## config.mk

```make
export PLATFORM = sky130hd
export DESIGN_NAME = acc_threshold
export DESIGN_NICKNAME = d
export VERILOG_FILES = /design/src/rtl/acc_threshold.sv
export SDC_FILE = /design/constraint.sdc
export NUM_CORES = 1
export LEC_CHECK = 0
export ABC_AREA = 1
export CAP_MARGIN = 20
export CORE_MARGIN = 2
export CORE_UTILIZATION = 44
export DETAILED_ROUTE_END_ITERATION = 7
export PLACE_DENSITY = 0.74
export SYNTH_ARGS = -nofsm -noshare
export SYNTH_HDL_FRONTEND = slang
export SYNTH_SLANG_ARGS = --single-unit
```

## constraint.sdc

```tcl
create_clock -name clk -period 3.1 [get_ports clk]
set_input_delay 0.31 -clock clk [delete_from_list [all_inputs] [get_ports clk]]
set_output_delay 0.31 -clock clk [all_outputs]
set_load 0.05 [all_outputs]
```

## src/rtl/acc_threshold.sv

```systemverilog
`timescale 1ns / 1ps
// acc_threshold: in-place binarisation of the Sobel edge image.
// Each word holds four 8-bit pixels (pixel k in bits 8k+7..8k). Every pixel
// is rewritten as 8'hFF if it is >= the threshold latched at start, else 8'h00.
// The number of FF pixels is reported on edge_count.
// Ports:
//   clk, reset          clock, asynchronous active-high reset
//   addr, en, we        single-port memory request (word address)
//   dataR, dataW        memory read data (one cycle latency) / write data
//   start, threshold    run request (sampled in IDLE) and threshold (latched on start)
//   finish              high while in DONE
//   edge_count          FF pixel count of the last run (saturating)
module acc_threshold #(
    parameter int unsigned BASE_ADDR = 25344,
    parameter int unsigned NUM_WORDS = 25344,
    parameter int unsigned CNT_W     = 17
) (
    input  logic             clk,
    input  logic             reset,
    output logic [15:0]      addr,
    input  logic [31:0]      dataR,
    output logic [31:0]      dataW,
    output logic             en,
    output logic             we,
    input  logic             start,
    input  logic [7:0]       threshold,
    output logic             finish,
    output logic [CNT_W-1:0] edge_count
);

    localparam int unsigned     IDX_W    = (NUM_WORDS > 1) ? $clog2(NUM_WORDS) : 1;
    localparam logic [IDX_W-1:0] LAST_IDX = IDX_W'(NUM_WORDS - 1);
    localparam logic [15:0]     BASE     = 16'(BASE_ADDR);

    typedef enum logic [1:0] {StIdle, StRead, StWrite, StDone} state_e;

    state_e             state_q, state_d;
    logic [IDX_W-1:0]   idx_q, idx_d;
    logic [7:0]         thr_q, thr_d;
    logic [CNT_W-1:0]   cnt_q, cnt_d;

    logic [31:0]        bin_word;
    logic [2:0]         pop;
    logic [CNT_W:0]     cnt_sum;
    logic [CNT_W-1:0]   cnt_sat;

    // State register
    always_ff @(posedge clk or posedge reset) begin
        if (reset) begin
            state_q <= StIdle;
            idx_q   <= '0;
            thr_q   <= '0;
            cnt_q   <= '0;
        end else begin
            state_q <= state_d;
            idx_q   <= idx_d;
            thr_q   <= thr_d;
            cnt_q   <= cnt_d;
        end
    end

    // Per-lane compare of the word currently on dataR
    always_comb begin
        bin_word = '0;
        pop      = '0;
        for (int b = 0; b < 4; b++) begin
            if (dataR[8*b +: 8] >= thr_q) begin
                bin_word[8*b +: 8] = 8'hFF;
                pop                = pop + 3'd1;
            end
        end
    end

    // One extra bit catches the carry so the count sticks at all-ones
    always_comb begin
        cnt_sum = {1'b0, cnt_q} + (CNT_W + 1)'(pop);
        cnt_sat = cnt_sum[CNT_W] ? {CNT_W{1'b1}} : cnt_sum[CNT_W-1:0];
    end

    // Next-state logic
    always_comb begin
        state_d = state_q;
        idx_d   = idx_q;
        thr_d   = thr_q;
        cnt_d   = cnt_q;
        case (state_q)
            StIdle: begin
                if (start) begin
                    thr_d   = threshold;
                    cnt_d   = '0;
                    idx_d   = '0;
                    // The read of word 0 is issued in this cycle
                    state_d = StWrite;
                end
            end
            StRead: begin
                state_d = StWrite;
            end
            StWrite: begin
                cnt_d = cnt_sat;
                if (idx_q == LAST_IDX) begin
                    state_d = StDone;
                end else begin
                    idx_d   = idx_q + IDX_W'(1);
                    state_d = StRead;
                end
            end
            StDone: begin
                // A held start keeps us here so it cannot retrigger a run
                if (!start) begin
                    state_d = StIdle;
                end
            end
            default: begin
                state_d = StIdle;
            end
        endcase
    end

    // Output logic
    always_comb begin
        en     = 1'b0;
        we     = 1'b0;
        addr   = '0;
        dataW  = '0;
        finish = 1'b0;
        case (state_q)
            StIdle: begin
                if (start) begin
                    en   = 1'b1;
                    addr = BASE;
                end
            end
            StRead: begin
                en   = 1'b1;
                addr = BASE + 16'(idx_q);
            end
            StWrite: begin
                en    = 1'b1;
                we    = 1'b1;
                addr  = BASE + 16'(idx_q);
                dataW = bin_word;
            end
            StDone: begin
                finish = 1'b1;
            end
            default: begin
                en = 1'b0;
            end
        endcase
    end

    assign edge_count = cnt_q;

endmodule

```

run_1/metal_stack.png
The bar under the picture is 20 um long. Two of the layers only.
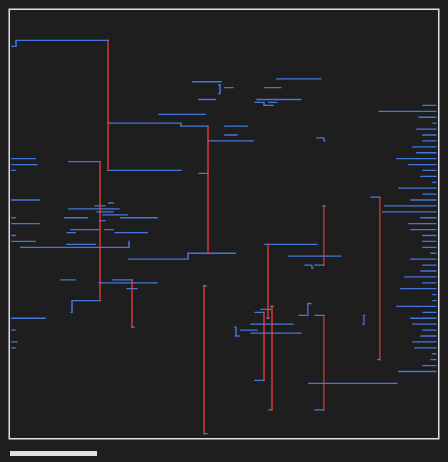
| colour | layer | wire length |
|---|---|---|
| red | met4 | 265 um |
| blue | met3 | 651 um |
vias: 4259
wire per inst: 14.8 um
total wire length: 12.0 mm

run_1/final_congestion.png
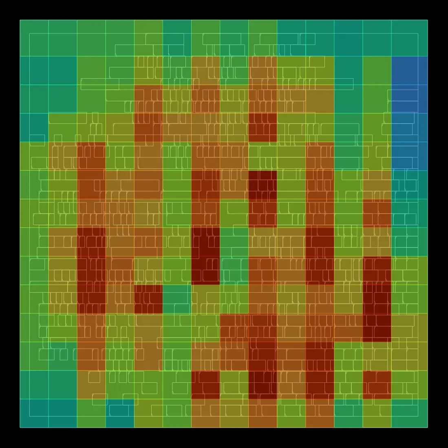
busiest grt layer: met2
met2 Track Usage GR: 41.9%

==> metrics.csv, run 1 <==
stage,metric,value,unit
status,status,"finished, violations left",
status,violations,negative setup slack,
yosys,yosys.stat.seqShare,26.8,%
worst_setup_path,crit_required,3.34,ns
floorplanning,chipArea,0.00969,mm2
final_timing,rsz0062_at_grt,true,
drt,firstDrtPassIters,5,
power_and_ir_drop,power.density,1120,mW/mm2
power_and_ir_drop,ir_worst_vdd,589,uV
clock_tree,cts_buffers,5,
grt,overflow,0,
floorplanning,fp.dieH,98.5,um
clock_tree,clk_latency,0.31,ns
finish,stdcell_count,814,
floorplanning,die_width,98.5,um
drt,vias_per_cell,5.23,
final_timing,whs,0.472,ns
final_timing,finalCritPeriodShare,107,%
final_timing,setup_viol,17,
yosys,syn-num-nets,670,
finish,drive_gt1_share,24.6,%
yosys,async_flop_share,100,%
placement,portBuffers,110,
final_timing,totalNegativeSetupSlack,-3.01,ns
yosys,synth.most_common_cell,nand2_1,
floorplanning,rows,34,
placement,gp_congestion,0.921,
drt,drc,0,
worst_setup_path,worstPathMaxFanout,6,
final_timing,slew_viol_final,0,
flow_run,warning_count,35,
worst_setup_path,setup.worst_path.class,in -> reg,
yosys,ys_types,33,
finish,fin_area,0.00587,mm2
final_timing,worstMarginPinSlew,1.05,ns
grt,grt_pass1_vias,4114,
yosys,top_cells_by_area,"dfrtp_1 27%, nand2_1 17%, ha_1 15%, inv_1 6.8%, buf_4 5.5%",
placement,place_area,0.00519,mm2
floorplanning,io_pins,111,
power_and_ir_drop,power.leakage,0.00282,uW
worst_setup_path,arrival,3.56,ns
yosys,synth_top_area_share,26.8,%
floorplanning,initCoreUtil,45.2,%
final_timing,fmax,302,MHz
finish,area_delta_synth_final,49.6,%
placement,place_ws,-0.793,ns
clock_tree,cts_tree,yes,
final_timing,hold_viol_final,0,
yosys,netlist_instances,579,
floorplanning,core,0.00868,mm2
placement,hpwlAfterDp,8.12,mm
clock_tree,cts_hold_buf,0,
finish,postLayoutCoreUtil,67.7,%
grt,grt_use_total,23.1,%
yosys,ys_area,0.00393,mm2
grt,grt_pass1_wl,18.7,mm
flow_run,drv_cap,0,
worst_setup_path,cp-end-kind,flip-flop,
yosys,synth_area,0.00393,mm2
yosys,ys_seq_elements,42,
yosys,synthFlopType,dfrtp_1,
grt,grt_max_degree,43,
power_and_ir_drop,finalPower,6580,uW
yosys,top_cells_by_count,"175 x nand2_1, 71 x inv_1, 47 x ha_1",
yosys,avgSynthCellArea,6.78,um2
clock_tree,clock-sinks,42,
final_timing,max_slew_margin,30.1,%
clock_tree,h-tree-depth,2,
worst_setup_path,cp-start-kind,input pin,
finish,final_nets,796,
clock_tree,clk_pin_slew_worst_paths,0.09,ns
final_timing,layout_setup_ws,-0.215,ns
hold_path,hp-class,in -> async,
yosys,largest_area_cell,dfrtp_1,
placement,placed_cells,789,
drt,postRouteAntennaNets,0,
yosys,yosys_cells,579,
drt,drt_iter0_drc,244,
clock_tree,cts_root_buffer,clkbuf_8,
grt,antenna_found_initial,0,
finish,diodes,0,
yosys,yosysWarnings,0,
clock_tree,cts_buffer_depth,2,
yosys,edf_count,0,
final_timing,period_minus_slack,3.31,ns
final_timing,fin_skew,0.00948,ns
run_1/registers.png
The bar under the picture is 20 um long. Other sequential cells in the stronger grey, the rest of the logic in the fainter grey.
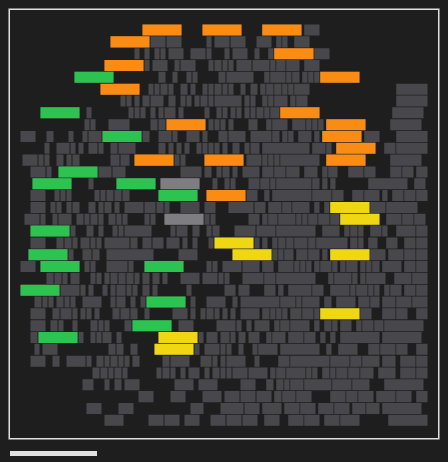
| colour | netlist name | sequential cells |
|---|---|---|
| orange | `edge_count` | 17 |
| green | `idx_q` | 15 |
| yellow | `thr_q` | 8 |
Flop area: 0.00105 mm2
sequential power: 785 uW

-- run 1: cells by family after synthesis --
logic type	after synthesis	share of synthesized area [%]
buffers and inverters	113	13.8
AOI/OAI and AO/OA	80	10.8
adders and majority gates	48	15.5
DFF	42	26.8
xor gates and xnor gates	9	2.01
and+or+nand+nor	287	31.0
-- run 1: layer usage --
metal / global-route usage, % / vias to the layer above / share of wire, %
met5: 0 / - / 0
met4: 6.74 / 0 / 2.2
met3: 4.04 / 25 / 5.4
met2: 41.9 / 168 / 52
met1: 28.0 / 1967 / 40
li1: - / 2099 / -
-- run 1: power breakdown --
part | switching, uW | internal (uW) | total [uW]
registers | 119 | 666 | 785
logic | 3210 | 2030 | 5240
clock network | 213 | 344 | 557
total | 3540 | 3040 | 6580
-- run 1: final cells by class --
type,count,area (um2)
Clock buffer,6,82.6
Clock inverter,2,60.1
Fill cell,695,2810
Inverter,75,289
Multi-Input combinational cell,425,2760
Sequential cell,42,1050
Tap cell,108,135
Timing Repair Buffer,156,1500
-- run 1: flip-flops by register name (all words and copies together), names as in the netlist --
name,cells
edge_count,17
idx_q,15
thr_q,8
state_q,2
-- run 1: path summary, 6_finish.rpt --
check / end / slack [ns] / startpoint / depth (start not counted)
min in group clk: edge_count[0] / 0.54 / edge_count[0] / 2
setup reg to reg: edge_count[2] / -0.20 / thr_q[5] / 23
hold / removal: thr_q[5] / 0.47 / reset / 3
hold reg to reg: edge_count[0] / 0.54 / edge_count[0] / 2
max in group asynchronous: edge_count[3] / 2.23 / reset / 3
setup / recovery: edge_count[2] / -0.21 / dataR[12] / 23
-- run 1: placed cells by master, fill, tap and decap left out, types with 4 or more instances in the layout --
cell	count
nand2_1	159
clkdlybuf4s50_1	73
buf_4	66
inv_1	57
dfrtp_1	42
nor2_1	41
ha_1	31
nand3_1	27
o21ai_0	23
inv_2	16
o21ai_1	16
a21oi_1	15
nand4_1	14
ha_4	14
nand2_2	12
nor3_1	9
buf_12	9
xor2_1	8
nand3_2	8
a21oi_2	8
o21ai_2	7
nand2_4	6
clkbuf_8	6
nand3_4	4
nor2_4	4
o21a_1	4
-- run 1: what timing repair did --
action / in CTS / in global routing
pin swaps: 37 / 38
hold endpoints to repair: 0 / 0
endpoints found under the setup margin: 17 / 18
resized: 59 / 46
setup buffers: 11 / 5
gates cloned: 1 / 0
-- run 1: worst max-delay path, stage by stage --
cell and delay (ns):
clkdlybuf4s50_1 0.44, ha_1 0.31, nand2_2 0.07, nor2_4 0.13, nand4_1 0.12, nand3_2 0.15, buf_6 0.12, inv_1 0.06
ha_2 0.20, o21ai_2 0.18, ha_4 0.16, nand2_4 0.05, nand2_2 0.05, nand2_2 0.07, ha_4 0.30, nand2_2 0.06
inv_2 0.07, a21oi_4 0.07, nor2_4 0.19, nand3_4 0.18, inv_6 0.14, o21ai_2 0.07, nand2_1 0.06
## Run 2: what changed since run 1
- PLACE_DENSITY: 0.74 -> default
- PLACE_DENSITY_LB_ADDON: default -> 0.1
run_2/cell_classes.png
The bar under the picture is 20 um long.
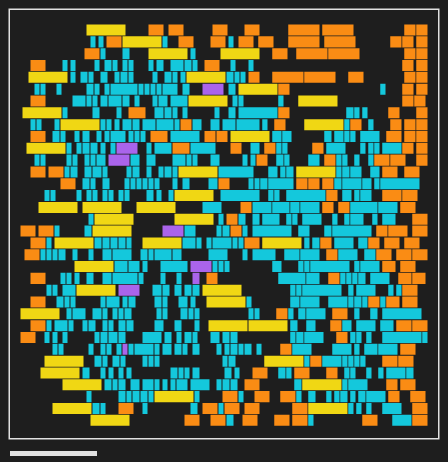
| colour | class | cells | share of their area |
|---|---|---|---|
| yellow | flip-flops | 42 | 19% |
| orange | other buffers and delay cells | 152 | 26% |
| purple | clock drivers and dummy loads | 8 | 1.7% |
| cyan | all other logic | 500 | 53% |

run_2/gate_families.png
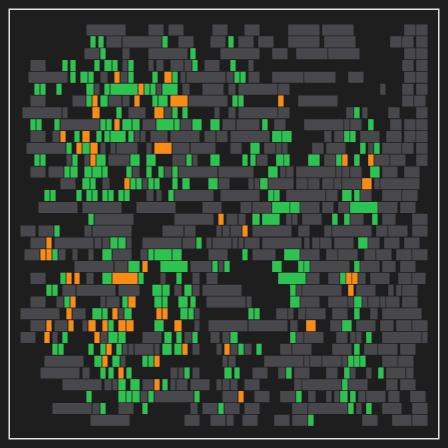
| colour | family | cells | most used |
|---|---|---|---|
| green | NAND gates | 232 | nand2_1 |
| orange | NOR gates | 56 | nor2_1 |

==> run 2 against run 1 <==
Against the previous run: the flow still finishes with violations (negative setup slack); clock-buffer cell count is 1 higher; clock power is 32% lower; utilization shrank 2.3 points; wire length shrank 6.7%; final area fell by 3.5%; clock skew down 0.00067 ns; register-to-register slack better by 0.05 ns; critical path type is now reg -> reg; largest power group unchanged.
==> metrics.csv, run 2 <==
stage,metric,value,unit,change
yosys,top_cells_by_area,"dfrtp_1 27%, nand2_1 17%, ha_1 15%, inv_1 6.8%, buf_4 5.5%",,unchanged
final_timing,setup_viol,17,,unchanged
floorplanning,io_pins,111,,unchanged
placement,place_ws,-0.720,ns,was -0.793 ns
worst_setup_path,reg2reg_slack,-0.15,ns,was -0.20 ns
power_and_ir_drop,p_seq_share,12.6,%,was 11.9%
power_and_ir_drop,clkPwrFrac,6.1,%,was 8.5%
final_timing,period_minus_slack,3.25,ns,was 3.31 ns
clock_tree,h-tree-depth,2,,unchanged
worst_setup_path,cp-startpoint,thr_q[7],,was dataR[12]
drt,postRouteAntennaNets,0,,unchanged
final_timing,layout_setup_ws,-0.151,ns,was -0.215 ns
finish,area_delta_synth_final,44.5,%,was 49.6%
finish,layout_top_cell,nand2_1,,unchanged
yosys,syn-num-nets,670,,unchanged
floorplanning,initCoreUtil,45.2,%,unchanged
final_timing,worstMarginPinSlew,0.610,ns,was 1.05 ns
worst_setup_path,r2r_cells,24,,was 23
yosys,synth_top_area_share,26.8,%,unchanged
clock_tree,clk_pin_slew_worst_paths,0.08,ns,was 0.09 ns
finish,diodes,0,,unchanged
floorplanning,die_width,98.5,um,unchanged
placement,hpwlAfterDp,8.20,mm,was 8.12 mm
grt,grt_max_degree,43,,unchanged
status,violations,negative setup slack,,unchanged
worst_setup_path,worstPathMaxFanout,4,,was 6
power_and_ir_drop,comb_power_share,81.3,%,was 79.6%
grt,overflow,0,,unchanged
yosys,largest_area_cell,dfrtp_1,,unchanged
worst_setup_path,crit_top_cell,nand2_2,,unchanged
power_and_ir_drop,netSwitchingPower,3420,uW,was 3540 uW
floorplanning,core,0.00868,mm2,unchanged
final_timing,max_slew_margin,59.0,%,was 30.1%
worst_setup_path,critPathSlowestCell,dfrtp_1,,was clkdlybuf4s50_1
yosys,synthFlopType,dfrtp_1,,unchanged
grt,grt-busiest-layer,met2,,unchanged
grt,antenna_found_initial,0,,unchanged
yosys,yosysWarnings,0,,unchanged
status,status,"finished, violations left",,unchanged
floorplanning,rows,34,,unchanged
yosys,ys_seq_elements,42,,unchanged
placement,gp_congestion,0.857,,was 0.921
worst_setup_path,cp-start-kind,flip-flop,,was input pin
grt,grt_pass1_vias,4088,,was 4114
worst_setup_path,max_stage_delay,0.38,ns,was 0.44 ns
finish,largest_reg_flops,17,,unchanged
placement,portBuffers,110,,unchanged
finish,most-common-layout-cells,"156 x nand2_1, 72 x clkdlybuf4s50_1, 63 x buf_4",,"was 159 x nand2_1, 73 x clkdlybuf4s50_1, 66 x buf_4"
yosys,async_flop_share,100,%,unchanged
grt,met2_usage,41.9,%,unchanged
yosys,yosys.stat.seqShare,26.8,%,unchanged
worst_setup_path,arrival,3.45,ns,was 3.56 ns
finish,fin_area,0.00567,mm2,was 0.00587 mm2
clock_tree,clock-sinks,42,,unchanged
final_timing,whs,0.460,ns,was 0.472 ns
yosys,synth_area,0.00393,mm2,unchanged
finish,postLayoutCoreUtil,65.3,%,was 67.7%
grt,grt_use_total,23.3,%,was 23.1%
hold_path,hp-class,in -> async,,unchanged
drt,drc,0,,unchanged
drt,vias_per_cell,5.18,,was 5.23
finish,drive_gt1_share,21.9,%,was 24.6%
grt,grt_pass1_wl,18.7,mm,about the same
[run 2: cell counts after synthesis]
Identical to the previous run, type by type.
[run 2: through the flow]
step           setup TNS, ns  power, uW
2_1_floorplan              0       3810
3_3_place_gp           -8.36       5050
3_5_place_dp          -11.08       5150
4_1_cts                -1.42       5990
5_1_grt                -5.64       6680
6_report               -1.77       6210
[run 2: worst max path at each step]
stage                                end  slack (ns)  cells after the start
final                     edge_count[15]       -0.15                     24
after global routing      edge_count[13]       -0.38                     27
after CTS                 edge_count[15]       -0.13                     26
after detailed placement   edge_count[5]       -0.72                     22
after global placement     edge_count[1]       -0.56                     23
after floorplan            edge_count[8]        0.01                     23
[run 2: power groups by stage]
stage | Combinational (uW) | Sequential, uW | Clock (uW)
2_1_floorplan | 2950 | 863 | 0
3_3_place_gp | 4270 | 779 | 0
3_5_place_dp | 4360 | 782 | 0
4_1_cts | 4830 | 776 | 388
5_1_grt | 5470 | 798 | 407
6_report | 5040 | 782 | 379
[run 2: worst max-delay path, delay by kind of cell, from the launching register on]
family	cells	cell delay, ns
DFF	1	0.38
and+or+nand+nor	13	1.10
AOI/OAI and AO/OA	2	0.24
adders and majority gates	4	0.96
buffers and inverters	5	0.46
[run 2: kinds of logic after synthesis]
logic type	count (synthesis)	synth area share, %
buffers and inverters	113	13.8
and+or+nand+nor	287	31.0
DFF	42	26.8
adders and majority gates	48	15.5
AOI/OAI and AO/OA	80	10.8
xor gates and xnor gates	9	2.01
[run 2: per-layer routing]
metal,part of all wire (%),up-vias
li1,-,2089
met1,44,1972
met2,49,121
met3,5.4,11
met4,1.2,0
met5,0,-
[run 2: final cells by class]
class	count	area (um2)	share of cell area, %
Multi-Input combinational cell	425	2660	46.9
Inverter	75	284	5.01
Timing Repair Buffer	152	1450	25.5
Tap cell	108	135	2.38
Clock buffer	7	86.3	1.52
Sequential cell	42	1050	18.5
Clock inverter	1	5.00	0.0883
[run 2: repair_timing]
action,in CTS,in global routing
gates resized,50,37
endpoints found under the hold margin,0,0
gates cloned,1,0
pin swaps,33,19
endpoints found under the setup margin,17,17
setup buffers,10,1
Power figures rest on the tool's default switching activity, not on a simulated workload.
